## src/rtl/pc_seq_pkg.sv

```systemverilog
`default_nettype none
// ============================================================================
// Module   : pc_seq_pkg
// Purpose  : Shared constants and types for the program-counter sequencer.
//            Holds the default parameter values, the redirect-source
//            encoding and a small helper that says which sources flush.
// Ports    : none (package)
// Revision : 1.0 - initial release
// ============================================================================
package pc_seq_pkg;

  localparam int DEF_PC_W        = 8;
  localparam int DEF_STACK_DEPTH = 4;
  localparam int DEF_CNT_W       = 8;

  // Where the next PC comes from when it is not a plain increment/hold.
  typedef enum logic [2:0] {
    NONE   = 3'd0,
    BRANCH = 3'd1,
    JUMP   = 3'd2,
    RET    = 3'd3,
    WRAP   = 3'd4
  } redirect_src_e;

  // WRAP is a sequential step from the last address back to 0, so the
  // instructions already fetched behind it are still valid: no flush.
  function automatic logic is_flush_src(input redirect_src_e src);
    return (src == BRANCH) || (src == JUMP) || (src == RET);
  endfunction

endpackage
`default_nettype wire

```

## src/rtl/link_stack.sv

```systemverilog
`default_nettype none
// ============================================================================
// Module   : link_stack
// Purpose  : LIFO of return addresses for the PC sequencer.
// Ports    : clk, reset     - clock, synchronous active-high reset
//            push, push_data- write push_data on top (visible next cycle)
//            pop            - remove top entry
//            top_data       - current top entry (0 when empty)
//            full, empty    - occupancy status
//            err            - sticky flag: pop on empty or push on full
// Notes    : push together with an accepted pop replaces the top entry, so
//            occupancy is unchanged and no overflow is reported even when
//            the stack is full.
// Revision : 1.0 - initial release
// ============================================================================
module link_stack #(
  parameter int STACK_DEPTH = 4,
  parameter int PC_W        = 8
) (
  input  logic            clk,
  input  logic            reset,
  input  logic            push,
  input  logic            pop,
  input  logic [PC_W-1:0] push_data,
  output logic [PC_W-1:0] top_data,
  output logic            full,
  output logic            empty,
  output logic            err
);

  localparam int             IDX_W   = $clog2(STACK_DEPTH);
  localparam logic [IDX_W:0] DEPTH_C = (IDX_W + 1)'(STACK_DEPTH);

  logic [PC_W-1:0]  mem [STACK_DEPTH];
  logic [IDX_W:0]   count;
  logic [IDX_W-1:0] top_idx;
  logic [IDX_W-1:0] free_idx;
  logic             pop_ok;

  assign empty    = (count == '0);
  assign full     = (count == DEPTH_C);
  assign top_idx  = IDX_W'(count - 1'b1);
  assign free_idx = count[IDX_W-1:0];
  assign top_data = empty ? '0 : mem[top_idx];
  assign pop_ok   = pop && !empty;

  // Occupancy and sticky error.
  always_ff @(posedge clk) begin
    if (reset) begin
      count <= '0;
      err   <= 1'b0;
    end else begin
      if (pop && empty) begin
        err <= 1'b1;
      end
      if (push && full && !pop_ok) begin
        err <= 1'b1;
      end
      if (pop_ok && !push) begin
        count <= count - 1'b1;
      end else if (!pop_ok && push && !full) begin
        count <= count + 1'b1;
      end
    end
  end

  // Storage needs no reset: entries are only read below the count.
  always_ff @(posedge clk) begin
    if (!reset) begin
      if (pop_ok && push) begin
        mem[top_idx] <= push_data;
      end else if (!pop_ok && push && !full) begin
        mem[free_idx] <= push_data;
      end
    end
  end

endmodule
`default_nettype wire

```

## src/rtl/pc_sequencer.sv

```systemverilog
`default_nettype none
// ============================================================================
// Module   : pc_sequencer
// Purpose  : Next-PC selection for a simple pipelined core: MEM-stage BEQ
//            redirect, bounded jumps with a saturating taken-jump counter,
//            call/return through a link stack, and an end-of-program rule
//            that either wraps to 0 or halts.
// Ports    : clk, reset                 - clock, sync active-high reset
//            stall                      - hold PC
//            branch_taken/branch_target - BEQ redirect
//            jump_req/jump_target       - bounded jump request
//            jump_limit                 - max taken jumps (0 = unlimited)
//            count_clr                  - clear jump_count
//            link_push/link_addr        - push a return address
//            ret_pop                    - return to popped address
//            loop_mode                  - at END_ADDR: 1 wrap, 0 halt
//            pc                         - fetch address
//            flush                      - redirect accepted this cycle
//            halted                     - sticky halt flag
//            jump_count                 - taken-jump count (saturating)
//            stk_empty/stk_full/stk_err - link-stack status
// Revision : 1.0 - initial release
// ============================================================================
module pc_sequencer
  import pc_seq_pkg::*;
#(
  parameter int              PC_W        = DEF_PC_W,
  parameter int              STACK_DEPTH = DEF_STACK_DEPTH,
  parameter int              CNT_W       = DEF_CNT_W,
  parameter logic [PC_W-1:0] END_ADDR    = {PC_W{1'b1}}
) (
  input  logic             clk,
  input  logic             reset,
  input  logic             stall,
  input  logic             branch_taken,
  input  logic [PC_W-1:0]  branch_target,
  input  logic             jump_req,
  input  logic [PC_W-1:0]  jump_target,
  input  logic [CNT_W-1:0] jump_limit,
  input  logic             count_clr,
  input  logic             link_push,
  input  logic [PC_W-1:0]  link_addr,
  input  logic             ret_pop,
  input  logic             loop_mode,
  output logic [PC_W-1:0]  pc,
  output logic             flush,
  output logic             halted,
  output logic [CNT_W-1:0] jump_count,
  output logic             stk_empty,
  output logic             stk_full,
  output logic             stk_err
);

  logic            jump_ok;
  logic            jump_taken;
  logic            pop_req;
  logic [PC_W-1:0] stk_top;
  logic [PC_W-1:0] redirect_pc;
  redirect_src_e   src;

  // --------------------------------------------------------------------------
  // Redirect arbitration. A jump that is over its limit does not count as a
  // request at all, so a same-cycle return may still win.
  // --------------------------------------------------------------------------
  always_comb begin
    jump_ok     = (jump_limit == '0) || (jump_count < jump_limit);
    jump_taken  = jump_req && jump_ok && !branch_taken;
    // The stack only sees the pop when nothing above it won; an unaccepted
    // pop on an empty stack still reaches it so the underflow is recorded.
    pop_req     = ret_pop && !branch_taken && !(jump_req && jump_ok);
    src         = NONE;
    redirect_pc = pc;
    if (branch_taken) begin
      src         = BRANCH;
      redirect_pc = branch_target;
    end else if (jump_req && jump_ok) begin
      src         = JUMP;
      redirect_pc = jump_target;
    end else if (ret_pop && !stk_empty) begin
      src         = RET;
      redirect_pc = stk_top;
    end else if (!halted && (pc == END_ADDR) && loop_mode) begin
      src         = WRAP;
      redirect_pc = '0;
    end
  end

  assign flush = !reset && is_flush_src(src);

  // --------------------------------------------------------------------------
  // PC and halt flag. Once halted the PC is frozen (it is sitting on
  // END_ADDR) until a flushing redirect releases it.
  // --------------------------------------------------------------------------
  always_ff @(posedge clk) begin
    if (reset) begin
      pc     <= '0;
      halted <= 1'b0;
    end else begin
      if (is_flush_src(src)) begin
        pc     <= redirect_pc;
        halted <= 1'b0;
      end else if (src == WRAP) begin
        pc <= redirect_pc;
      end else if (halted) begin
        pc <= pc;
      end else if (pc == END_ADDR) begin
        // loop_mode is low here, otherwise WRAP would have been selected.
        halted <= 1'b1;
      end else if (!stall) begin
        pc <= pc + 1'b1;
      end
    end
  end

  // --------------------------------------------------------------------------
  // Taken-jump counter: clear beats increment, increment saturates.
  // --------------------------------------------------------------------------
  always_ff @(posedge clk) begin
    if (reset) begin
      jump_count <= '0;
    end else if (count_clr) begin
      jump_count <= '0;
    end else if (jump_taken && (jump_count != {CNT_W{1'b1}})) begin
      jump_count <= jump_count + 1'b1;
    end
  end

  link_stack #(
    .STACK_DEPTH (STACK_DEPTH),
    .PC_W        (PC_W)
  ) u_link_stack (
    .clk       (clk),
    .reset     (reset),
    .push      (link_push),
    .pop       (pop_req),
    .push_data (link_addr),
    .top_data  (stk_top),
    .full      (stk_full),
    .empty     (stk_empty),
    .err       (stk_err)
  );

endmodule
`default_nettype wire

```

## config.mk

```make
export PLATFORM = sky130hd
export DESIGN_NAME = pc_sequencer
export DESIGN_NICKNAME = d
export VERILOG_FILES = /design/src/rtl/pc_seq_pkg.sv /design/src/rtl/link_stack.sv /design/src/rtl/pc_sequencer.sv
export SDC_FILE = /design/constraint.sdc
export NUM_CORES = 1
export LEC_CHECK = 0
export ABC_AREA = 0
export ABC_CLOCK_PERIOD_IN_PS = 9000
export CELL_PAD_IN_SITES_DETAIL_PLACEMENT = 0
export CELL_PAD_IN_SITES_GLOBAL_PLACEMENT = 2
export CORE_MARGIN = 10
export CORE_UTILIZATION = 35
export CTS_CLUSTER_SIZE = 14
export DETAILED_ROUTE_END_ITERATION = 6
export GPL_ROUTABILITY_DRIVEN = 1
export PLACE_DENSITY_LB_ADDON = 0.1
export SYNTH_ARGS = -nofsm -noshare
export SYNTH_HDL_FRONTEND = slang
export SYNTH_SLANG_ARGS = --single-unit
```

## constraint.sdc

```tcl
create_clock -name clk -period 9 [get_ports clk]
set_input_delay 1.8 -clock clk [delete_from_list [all_inputs] [get_ports clk]]
set_output_delay 1.8 -clock clk [all_outputs]
set_load 0.01 [all_outputs]
```

==> impl_metrics.ini, run 1 <==
; implementation run metrics
[finish]
nNonClkBuffers = 63
largest_class = logic gates
comb_share_pct = 38.55
largest-register = u_link_stack.mem
inverters_excl_clock = 18
clkbuf_count = 5
n_antenna_cell = 0
logic_gates = 200
buf_share_pct = 16.69
syn_to_final_growth_pct = 27.27
comb_area_sq_um = 1445
seq_share_pct = 36.85
finalNetCount = 394

[final_timing]
final.setup.tns_ns = 0
rsz0062_at_grt = false
clock.fmax_mhz = 165.3
slew_headroom_pct = 38.85

[place]
gp_congestion = 0.7739
hpwl_microns = 6177

[detailed_routing]
met2_length_microns = 3743
dr_wl_met3_microns = 313

[worst_setup_path]
critPathMostFrequentCell = clkdlybuf4s50_1
r2r-start = u_link_stack.count[0]
crit_end = flush
crit_arrival_ns = 4.25
worstPathMaxFanout = 12
crit_type = input pin to output port
cp_slowest_cell = clkdlybuf4s50_1

[synthesis]
top_area_share_pct = 32.63
ys_sh_xor_pct = 0.8921
top_cells_by_area = edfxtp_1, dfxtp_1, mux4_2
yosys_area_sq_um = 2945

[power]
net-switching-power_mw = 0.1538
power_mw = 0.5326
p_seq_share_pct = 52.1
powerComb_mw = 0.104
p_sw_share_pct = 28.88

[global_routing]
grt_max_degree = 20
use_met1_pct = 18.01

[cts]
cts_hold_buffers = 0
ctsLongestPathBuffers = 2
cts_inserted_buffers = 5
clk_pin_slew_ns = 0.11

[outcome]
status = complete, no violations

[min_path]
worstHoldEndpoint = u_link_stack.err
hold_start = u_link_stack.err
==> run_1/class_map.png <==
Fill, decap, tap and diode cells in grey.
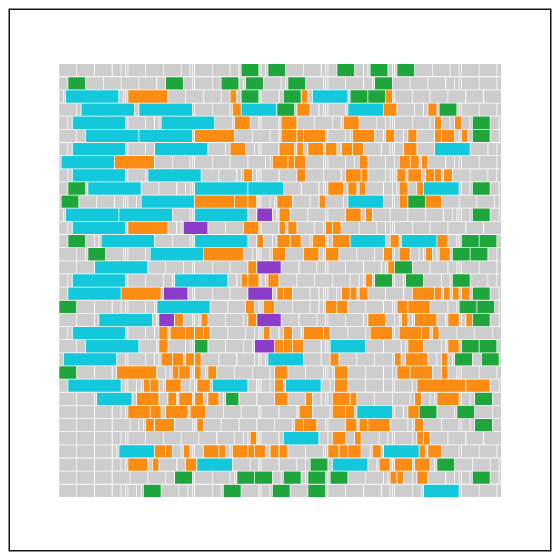
colour	class	cells	share of their area
orange	remaining logic cells	218	42%
purple	clock drivers and dummy loads	8	2.7%
green	remaining buffers and delay cells	63	17%
cyan	sequential cells	53	38%
CORE AREA: 8217 sq um
post-route cell area: 3749 sq um

==> run_1/placed.png <==
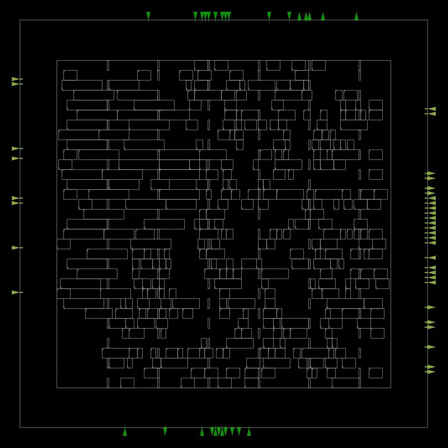
fillers: 805
final core utilization: 45.62%
row count: 33
Seq cells: 53

==> run_1/pinout.png <==
Pins as bars across the die edge, other pins in grey.
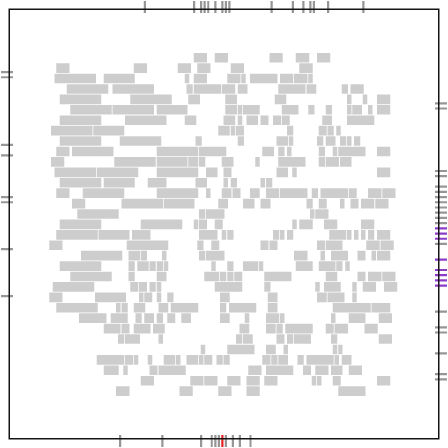
colour	port	pins	direction	edge
red	ret_pop	1	input	bottom
purple	jump_limit	8	input	right
die height: 111.7 microns
PortBufs: 61
Die Wd: 111.7 microns

==> run_1/layers.png <==
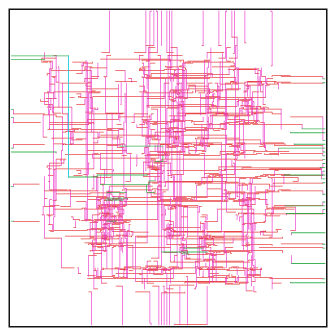
colour	layer	wire length
cyan	M4	42.8 microns
red	M1	4200 microns
magenta	M2	3740 microns
green	M3	314 microns
total wire length: 8295 microns
Vias: 2439
routed len/inst: 18.56 microns
total track usage: 12.84%

==> run_1/clock_wires.png <==
Bar = 20 microns.
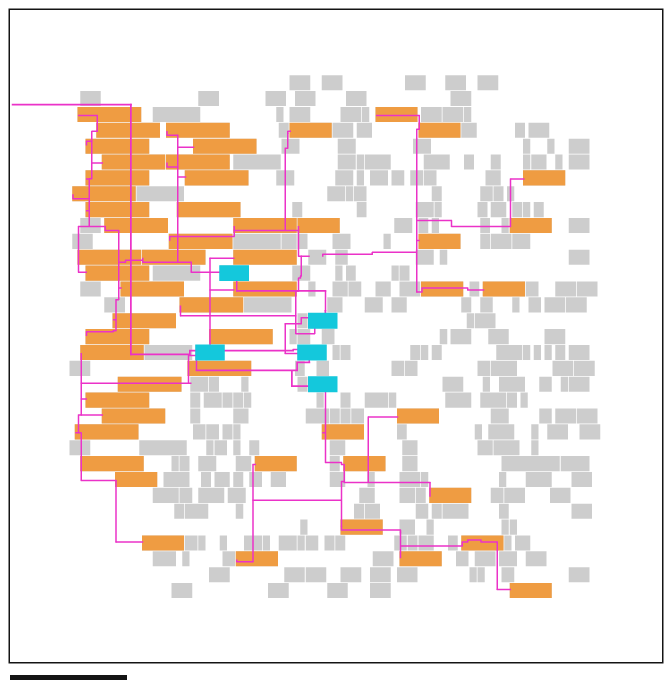

==> inputs of run 2 (changes only) <==
- ABC_CLOCK_PERIOD_IN_PS: 9000 -> 5200
- CORE_UTILIZATION: 35 -> 29
- clock period: 9 -> 5.2 ns (I/O delays scaled with it)
==> run_2/clock_wires.png <==
Bar = 20 microns.
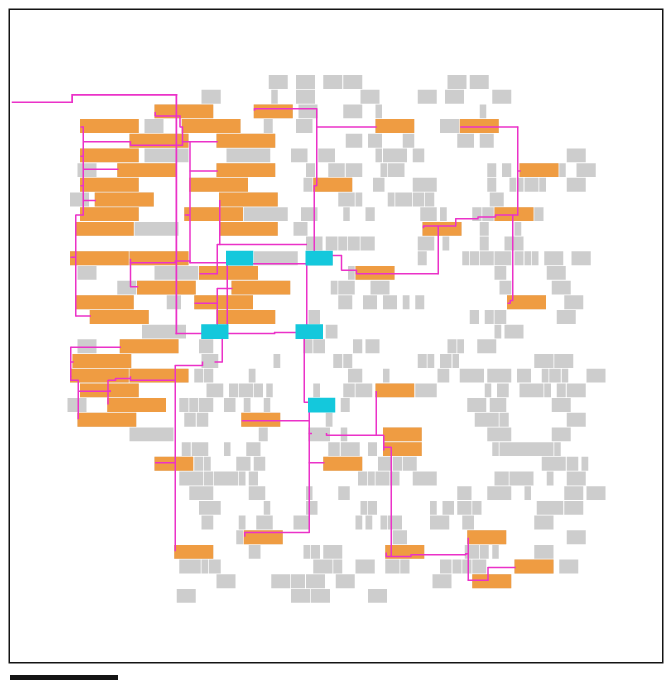
[cyan] clock-net drivers | count: 5
[orange] flip-flops | count: 53
[magenta] clock wires | length: 741 microns
routed clock nets	6
Clk power: 0.258 mW
clock group share of total power: 28.0%
Latency at later pin: 0.31 ns
skew final: 0.01436 ns

==> run_2/pinout.png <==
Pins as bars across the die edge, other pins in grey.
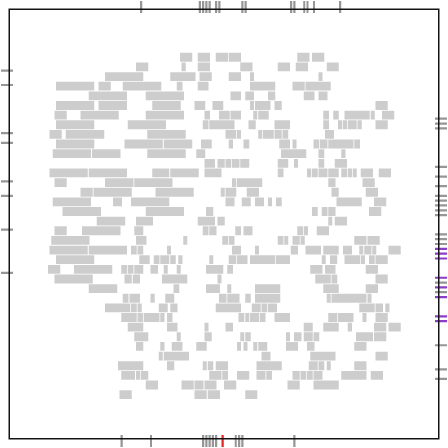
die height: 120.8 microns
Die Wd: 120.8 microns

==> run 2 against run 1 <==
Final cell count is 7.6% higher. Critical path depth stayed put. Sequential cell count stayed put. Power is 73% higher. Highest routed layer unchanged.
==> impl_metrics.ini, run 2 <==
; implementation run metrics
[finish]
syn_to_final_growth_pct = 29.99
final_core_util_pct = 38.99
finalInstanceArea_sq_um = 3829
buf_share_pct = 17.52
largest-register = u_link_stack.mem
clkCellAreaFrac_pct = 2.549
comb_area_sq_um = 1445
inverters_excl_clock = 18
lay_top_count = clkdlybuf4s50_1
nFillCells = 1014
largest_register_ffs = 32
top_regs = u_link_stack.mem x32, jump_count x8, pc x8
n_antenna_cell = 0
nNonClkBuffers = 69
seq_share_pct = 36.08
comb_share_pct = 37.75
logic_gates = 200
largest_class = logic gates
finalNetCount = 400
clkbuf_count = 5
fin_cells = 481
seq_cells = 53

[outcome]
status = complete, no violations

[detailed_routing]
dr_wl_met3_microns = 335
met2_length_microns = 4002
wl_microns = 8678
wl_per_cell_microns = 18.04
vias = 2468

[worst_setup_path]
worstSetupStartpoint = jump_limit[7]
cp-start-kind = input pin
r2r-start = u_link_stack.count[0]
critPathMostFrequentCell = clkdlybuf4s50_1
r2r_cells = 10
worstPathMaxFanout = 12
critical_path.max_stage_delay_ns = 0.50
cp_slowest_cell = clkdlybuf4s50_1
crit_arrival_ns = 3.48
crit_type = input pin to output port
crit_end = flush

[final_timing]
rsz0062_at_grt = false
slew_headroom_pct = 49.47
period_used_pct = 86.86
final.setup.tns_ns = 0
clock.fmax_mhz = 221.4

[power]
power_mw = 0.9204
p_seq_share_pct = 52.1
ir_drop_mv = 0.1452
p_sw_share_pct = 28.51
net-switching-power_mw = 0.2624
power.share.combinational_pct = 19.9
powerComb_mw = 0.183

[synthesis]
post-synth-top-area-cell = edfxtp_1
yosys_area_sq_um = 2945
fa_ha_area_share_pct = 5.098
yosys-stat-cells = 282
top_cells_by_area = edfxtp_1, dfxtp_1, mux4_2
ys_sh_xor_pct = 0.8921
async_reset_ff_share_pct = 0
top_area_share_pct = 32.63

[floorplanning]
core_area_sq_um = 9819
rows = 36
fp_util_pct = 29.99

[global_routing]
use_met1_pct = 16.12
grt_max_degree = 20
grt_usage_pct = 11.83
grt_pass1_wl_microns = 13860
gr-total-overflow = 0

[place]
hpwl_microns = 6572
port_buffers = 61
placed_area_sq_um = 3731
gp_congestion = 0.7833

[cts]
cts_inserted_buffers = 5
ctsLongestPathBuffers = 2
cts_hold_buffers = 0
clk_pin_slew_ns = 0.12

[min_path]
hold_start = halted
worstHoldEndpoint = halted
==> run_2/class_map.png <==
Fill, decap, tap and diode cells in grey.
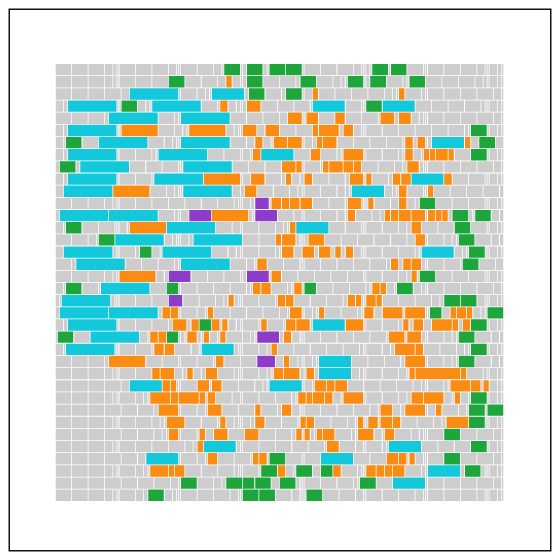

==> inputs of run 3 (changes only) <==
- CORE_UTILIZATION: 29 -> 30
- SYNTH_HIERARCHICAL: default -> 1
==> run_3/class_map.png <==
Fill, decap, tap and diode cells in grey.
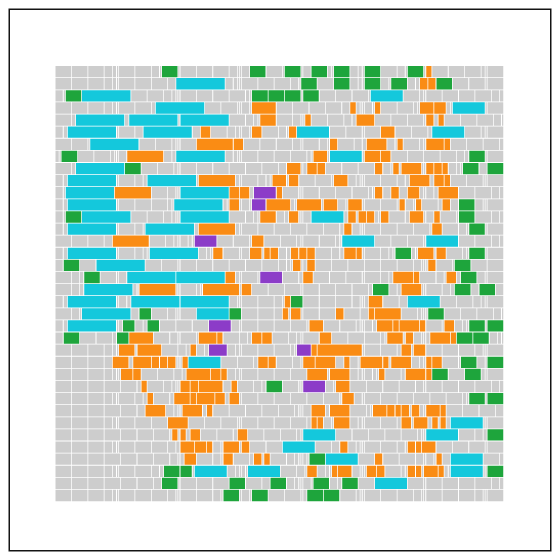
colour	class	cells	share of their area
cyan	sequential cells	53	37%
orange	remaining logic cells	213	43%
green	remaining buffers and delay cells	68	18%
purple	clock drivers and dummy loads	8	2.6%
row count: 36
sequential cell area share: 35.20%
post-route cell area: 3924 sq um
final core utilization: 39.78%

==> run 3 against run 2 <==
Sequential share of layout area fell by 0.87 points. Clock power rose by 3%. Global-route usage fell by 0.95 points. Non-clock buffer count fell by 1. Design area up 2.5%. Routed wire length down 9.0%. Critical path type unchanged. Largest cell class unchanged.
==> impl_metrics.ini, run 3 <==
; implementation run metrics
[outcome]
status = complete, no violations

[power]
p_clk_mw = 0.265
ir_drop_mv = 0.1208
leakage_nw = 1.364
clkPwrFrac_pct = 27.5
power_mw = 0.9615
p_sw_share_pct = 29.46
power.share.combinational_pct = 22.6
net-switching-power_mw = 0.2833
powerComb_mw = 0.218
p_seq_share_pct = 49.8

[final_timing]
period_minus_slack_ns = 4.537
rsz0062_at_grt = false
clock.fmax_mhz = 220.4
timing.clock.skew_ns = 0.01686
period_used_pct = 87.25
final.setup.tns_ns = 0
slew_headroom_pct = 56.78

[worst_setup_path]
worstPathMaxFanout = 6
crit_type = input pin to output port
critPathMostFrequentCell = clkdlybuf4s50_1
r2r-start = jump_count[5]
crit_end = flush
crit_arrival_ns = 3.50
r2r_cells = 11
cp_slowest_cell = clkdlybuf4s50_1
critical_path.max_stage_delay_ns = 0.57
cp-start-kind = input pin
worstSetupStartpoint = jump_limit[5]

[min_path]
hold_start = u_link_stack/err
worstHoldEndpoint = u_link_stack/err

[detailed_routing]
drtPass1Iterations = 4
met2_length_microns = 3806
dr_wl_met3_microns = 314

[place]
gp_congestion = 0.7544
place_worst_setup_slack_ns = 0.6757
placed_area_sq_um = 3826
dp.cells = 467
hpwl_microns = 6077
port_buffers = 61

[finish]
clkCellAreaFrac_pct = 2.487
lay_top_count = clkdlybuf4s50_1
buf_share_pct = 16.90
syn_to_final_growth_pct = 27.48
n_antenna_cell = 0
seq_cells = 53
fin_cells = 475
largest-register = u_link_stack/mem
nFillCells = 955
comb_area_sq_um = 1540
comb_share_pct = 39.25
inverters_excl_clock = 20
logic_gates = 193
finalNetCount = 394
top_regs = u_link_stack/mem x32, jump_count x8, pc x8
largest_class = logic gates
nNonClkBuffers = 68
clkbuf_count = 5
largest_register_ffs = 32

[cts]
ctsLongestPathBuffers = 2
cts_inserted_buffers = 5
clk_latency_ns = 0.32
clk_pin_slew_ns = 0.12
cts_tree = built
cts_hold_buffers = 0

[synthesis]
synth_seq_share_pct = 44.88
ys_sh_xor_pct = 2.846
yosys_area_sq_um = 3078
top_cells_by_area = edfxtp_1, dfxtp_1, mux4_2
syn_nets = 330
top_area_share_pct = 31.22
yosysUniqueCellTypes = 63
post-synth-top-area-cell = edfxtp_1
aoi_share_pct = 16.59
synthSimpleGateAreaFrac_pct = 16.91
fa_ha_area_share_pct = 4.878
async_reset_ff_share_pct = 0
yosysMostFrequentCell = edfxtp_1
yosys-stat-cells = 277
synth-edff-count = 32

[floorplanning]
die_h_microns = 121.3
core_area_sq_um = 9864
chipWidth_microns = 121.3
dieArea_sq_um = 14710
fp_util_pct = 31.20

[global_routing]
use_met1_pct = 13.52
gr-total-overflow = 0
grt_max_degree = 20
grt_pass1_wl_microns = 12850
==> run_3/layers.png <==
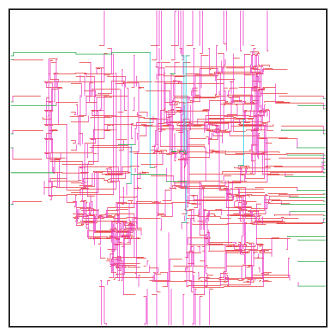
routed len/inst: 16.63 microns
Vias: 2364
total wire length: 7901 microns
total track usage: 10.88%

Power figures rest on the tool's default switching activity, not on a simulated workload.
